## src/rtl/uart_pkg.sv

```systemverilog
// uart_pkg: shared receive FSM states, latched frame config and baud-rate table
package uart_pkg;
  typedef enum logic [2:0] {IDLE, START, DATA, PARITY, STOP1, STOP2} rx_state_e;
  typedef struct packed {
    logic eight;
    logic pen;
    logic ohel;
    logic stop2;
  } rx_cfg_t;
  localparam int unsigned BAUD_RATES [12] = '{300, 1200, 2400, 4800, 9600, 19200, 38400,
                                              57600, 115200, 230400, 460800, 921600};
  // Loop over constant indices so each division folds to a constant and the result is a mux.
  function automatic int unsigned bit_time(input int unsigned clk_hz, input logic [3:0] sel);
    bit_time = clk_hz / 9600;
    for (int i = 0; i < 12; i++)
      if (sel == 4'(i)) bit_time = clk_hz / BAUD_RATES[i];
  endfunction
endpackage

```

## src/rtl/uart_bit_timer.sv

```systemverilog
// uart_bit_timer: bit-time counter issuing a registered sample strobe at HB-1 or BT-1
module uart_bit_timer #(
  parameter int CNT_W = 20
) (
  input  logic             clk,
  input  logic             reset,
  input  logic             clear,
  input  logic             half,
  input  logic [CNT_W-1:0] bt,
  output logic             sample
);
  logic [CNT_W-1:0] cnt;
  logic [CNT_W-1:0] term;
  logic             hit;
  assign term = half ? (bt >> 1) - CNT_W'(1) : bt - CNT_W'(1);
  assign hit  = cnt == term;
  always_ff @(posedge clk) begin
    if (reset || clear) begin
      cnt    <= '0;
      sample <= 1'b0;
    end else begin
      cnt    <= hit ? '0 : cnt + CNT_W'(1);
      sample <= hit;
    end
  end
endmodule

```

## src/rtl/uart_rx_engine.sv

```systemverilog
// uart_rx_engine: configurable UART receiver with majority-voted sampling and status flags
module uart_rx_engine
  import uart_pkg::*;
#(
  parameter int unsigned CLK_HZ = 100_000_000,
  parameter int          CNT_W  = 20
) (
  input  logic       clk,
  input  logic       reset,
  input  logic       rx,
  input  logic       eight,
  input  logic       pen,
  input  logic       ohel,
  input  logic       stop2,
  input  logic [3:0] baud,
  input  logic       rd_ack,
  output logic [7:0] data,
  output logic       rxrdy,
  output logic       perr,
  output logic       ferr,
  output logic       ovf,
  output logic       busy
);
  rx_state_e        state, state_n;
  rx_cfg_t          cfg;
  logic [1:0]       sync;
  logic [2:0]       hist;
  logic [CNT_W-1:0] bt;
  logic [7:0]       sh;
  logic [7:0]       word;
  logic [2:0]       bcnt;
  logic             bit_v, sample, start, done, pe, fe, wait_hi;
  assign bit_v = (hist[0] & hist[1]) | (hist[1] & hist[2]) | (hist[0] & hist[2]);
  assign word  = cfg.eight ? sh : {1'b0, sh[7:1]};
  assign busy  = state != IDLE;
  assign start = state == IDLE && state_n == START;
  uart_bit_timer #(.CNT_W(CNT_W)) u_timer (
    .clk    (clk),
    .reset  (reset),
    .clear  (state == IDLE),
    .half   (state == START),
    .bt     (bt),
    .sample (sample)
  );
  always_comb begin
    state_n = state;
    done    = 1'b0;
    case (state)
      IDLE:   state_n = (!wait_hi && !sync[1]) ? START : IDLE;
      START:  if (sample) state_n = bit_v ? IDLE : DATA;
      DATA:   if (sample && bcnt == {2'b11, cfg.eight}) state_n = cfg.pen ? PARITY : STOP1;
      PARITY: if (sample) state_n = STOP1;
      STOP1:  if (sample) begin
        state_n = cfg.stop2 ? STOP2 : IDLE;
        done    = !cfg.stop2;
      end
      STOP2:  if (sample) begin
        state_n = IDLE;
        done    = 1'b1;
      end
      default: state_n = IDLE;
    endcase
  end
  always_ff @(posedge clk) begin
    if (reset) begin
      state   <= IDLE;
      sync    <= 2'b11;
      hist    <= 3'b111;
      cfg     <= '0;
      bt      <= '0;
      sh      <= '0;
      bcnt    <= '0;
      pe      <= 1'b0;
      fe      <= 1'b0;
      wait_hi <= 1'b0;
      data    <= '0;
      rxrdy   <= 1'b0;
      perr    <= 1'b0;
      ferr    <= 1'b0;
      ovf     <= 1'b0;
    end else begin
      state <= state_n;
      sync  <= {sync[0], rx};
      hist  <= {hist[1:0], sync[1]};
      if (start) begin
        cfg  <= '{eight: eight, pen: pen, ohel: ohel, stop2: stop2};
        bt   <= CNT_W'(bit_time(CLK_HZ, baud));
        bcnt <= '0;
        pe   <= 1'b0;
        fe   <= 1'b0;
      end
      if (state == DATA && sample) begin
        sh   <= {bit_v, sh[7:1]};
        bcnt <= bcnt + 3'd1;
      end
      if (state == PARITY && sample) pe <= bit_v != (^word ^ cfg.ohel);
      if (state == STOP1 && sample) fe <= !bit_v;
      // A low final stop bit may be a break: hold off start detection until the line idles high.
      if (done) wait_hi <= !bit_v;
      else if (state == IDLE && sync[1]) wait_hi <= 1'b0;
      if (done) begin
        data  <= word;
        perr  <= pe;
        ferr  <= fe | !bit_v;
        rxrdy <= 1'b1;
        ovf   <= rxrdy & !rd_ack;
      end else if (rd_ack) begin
        rxrdy <= 1'b0;
        ovf   <= 1'b0;
      end
    end
  end
endmodule

```

## config.mk

```make
export PLATFORM = sky130hd
export DESIGN_NAME = uart_rx_engine
export DESIGN_NICKNAME = d
export VERILOG_FILES = /design/src/rtl/uart_pkg.sv /design/src/rtl/uart_bit_timer.sv /design/src/rtl/uart_rx_engine.sv
export SDC_FILE = /design/constraint.sdc
export NUM_CORES = 1
export LEC_CHECK = 0
export CORE_MARGIN = 2
export CORE_UTILIZATION = 40
export DETAILED_ROUTE_END_ITERATION = 8
export REMOVE_ABC_BUFFERS = 1
export SLEW_MARGIN = 10
export SYNTH_ARGS = -nofsm -noshare
export SYNTH_HDL_FRONTEND = slang
export SYNTH_HIERARCHICAL = 1
export SYNTH_SLANG_ARGS = --single-unit
```

## constraint.sdc

```tcl
create_clock -name clk -period 4 [get_ports clk]
set_clock_uncertainty 0.05 [all_clocks]
set_input_delay 0.8 -clock clk [delete_from_list [all_inputs] [get_ports clk]]
set_output_delay 0.8 -clock clk [all_outputs]
set_load 0.02 [all_outputs]
```

### Cell outlines without signal wires

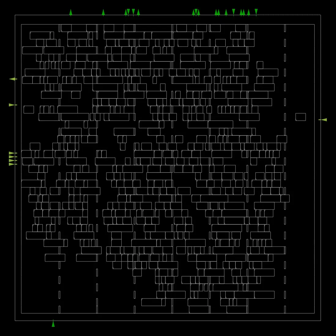
count of sequential standard cells: 77
post-layout instance count excluding filler cells: 717
core footprint: 0.0114 sq mm

### Metal layers overlaid

Scale: 4 px per micron. Two of the layers only.
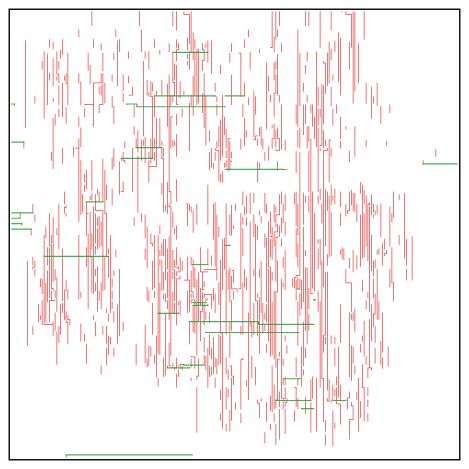
Key: red = M2 [wire length 4,760 microns]; green = M3 [wire length 264 microns]
Via Count: 3,924
GRT Util Overall: 0.170

==> run summary <==
Physical implementation.

- The flow ran to the end, and the final reports show no timing, DRC or antenna violations.
- The number of buffers inserted to repair setup after CTS is 0.
- The post-synth count of flops with an enable pin is 0.
- Across the run, the number of max-cap violations was 0.
- The gate count after technology mapping is 572.
- The layout-stage area growth over the synthesis result is 11.9%.
- The via count of the first global-routing pass is 3,525.
- The number of DRC violations after detailed routing is 0.
- The final net count is 584.
- The starting density of the core is 0.410.
- In the final layout, the share of cells above drive strength 1 is 0.0836.
- The detailed-route wire length per cell is 14.7 microns.
- Max-slew check failures listed in the final report amount to 0.
- The final standard cell utilization of the core is 0.459.
- The clock edge transition at the registers on the reported setup and hold paths is 0.06 ns.
- The headroom to the max-slew limit is 0.478.
- The number of sinks handled by clock tree synthesis is 77.
- The hold-fix buffer count after cts is 0.
- The synthesis stat section lists a flop and latch total of just under 80.
- Looking at the max-slew report, the worst-margin pin has a slew of 0.782 ns.
- The critical-path maximum fanout is 24.
- The chip occupies 0.0126 sq mm.
- The average cell area after synthesis is 8.19 sq um.
- The biggest cell delay along the critical path is between 0.5 and 0.6 ns.
- From left edge to right edge, the die measures 112 microns.
- The vertical die dimension is around 110 microns.
- The total tool warning count is 25.
- The worst ir drop on vdd is 0.228 mV.
- In the post-route report, total wirelength is listed as approximately 11,000 microns.
- The mapped netlist covers 0.00469 sq mm.
- The register-to-register setup slack is around 0.42 ns.
- In this run, placement finished with an instance count of 701.
- The static leakage is 1.71 nW.
- The path category of the worst min-delay check is reg -> reg.
## critical path: cells and delay by family, from the launching register on
family / cells / cell delay, ns
compound gates: 1 / 0.24
xor+xnor: 1 / 0.12
buf+inv: 1 / 0.35
flops: 1 / 0.50
mux: 1 / 0.26
simple gates: 5 / 1.95
## power by group
part | internal, mW | switching (mW)
sequential | 0.776 | 0.0181
clock | 0.505 | 0.338
combinational | 0.0894 | 0.112
## layer usage
layer  track usage  vias to the layer above  share of wire
met1         0.240                     1831           0.51
met4        0.0528                        0          0.013
met2         0.262                       49           0.45
li1              -                     2032              -
met5             0                        -              0
met3        0.0329                       12          0.025
## worst max-delay path by stage
stage          cells after the start  slack, ns              end
3_5_place_dp                       9       0.44   u_timer/cnt[1]
2_1_floorplan                     10      -3.08  u_timer/cnt[10]
3_3_place_gp                       9       0.51   u_timer/cnt[1]
6_report                           9       0.42   u_timer/cnt[1]
4_1_cts                            9       0.44   u_timer/cnt[1]
5_1_grt                           10       0.21   u_timer/cnt[1]
## state kept, by name, summed over array words and instances, names as in the netlist, 2 cells and up
signal       count
sync             2
bt              18
u_timer/cnt     20
state            3
hist             3
sh               8
cfg              4
bcnt             3
data             8
## through the flow
stage	total power [mW]	setup TNS (ns)
2_1_floorplan	0.949	-64.34
3_3_place_gp	1.01	0
3_5_place_dp	1.01	0
4_1_cts	1.87	0
5_1_grt	1.92	0
6_report	1.84	0
## area by class of cell
cell class | count | area, sq um
Multi-Input combinational cell | 445 | 2910
Tap cell | 143 | 179
Clock buffer | 10 | 239
Sequential cell | 77 | 1540
Timing Repair Buffer | 30 | 280
Clock inverter | 6 | 68.8
Inverter | 6 | 22.5
Fill cell | 1154 | 6170
## synthesized netlist by cell type (all sizes together) (2+ instances only)
library cell  count  share of area
dfxtp            77           0.33
nand2            58          0.046
nor2             55          0.044
a21oi            42          0.045
clkbuf           35          0.028
xnor2            33          0.062
mux2i            29          0.062
xor2             24          0.045
nand3            16          0.017
o21ai            16          0.017
nor3             15          0.017
buf              14          0.022
a211oi           12          0.020
nand2b           12          0.016
and3              9          0.012
nand4             8          0.011
nor4              8          0.013
or2               8          0.011
nand3b            7          0.011
nor2b             7         0.0093
or3               7          0.011
inv               6         0.0048
nand4b            6          0.011
a2111oi           5          0.015
a31oi             5         0.0067
mux2              5          0.012
or4               5         0.0096
o211ai            4         0.0064
o31ai             4         0.0064
a311oi            3         0.0056
ha                3         0.0080
nor4b             3         0.0056
o22ai             3         0.0040
a22oi             2         0.0032
and3b             2         0.0037
and4b             2         0.0043
nor3b             2         0.0032
o221ai            2         0.0037
## logic make-up after synthesis
logic type               after synthesis  share of synthesized area
buffers and inverters                 55                     0.0545
AND/OR/NAND/NOR                      232                      0.261
AND-OR/OR-AND                        112                      0.164
multiplexers                          34                     0.0739
XOR/XNOR                              57                      0.107
adder cells (fa/ha/maj)                4                     0.0101
flip-flops                            77                      0.329
other                                  1                   0.000800
Power figures rest on the tool's default switching activity, not on a simulated workload.
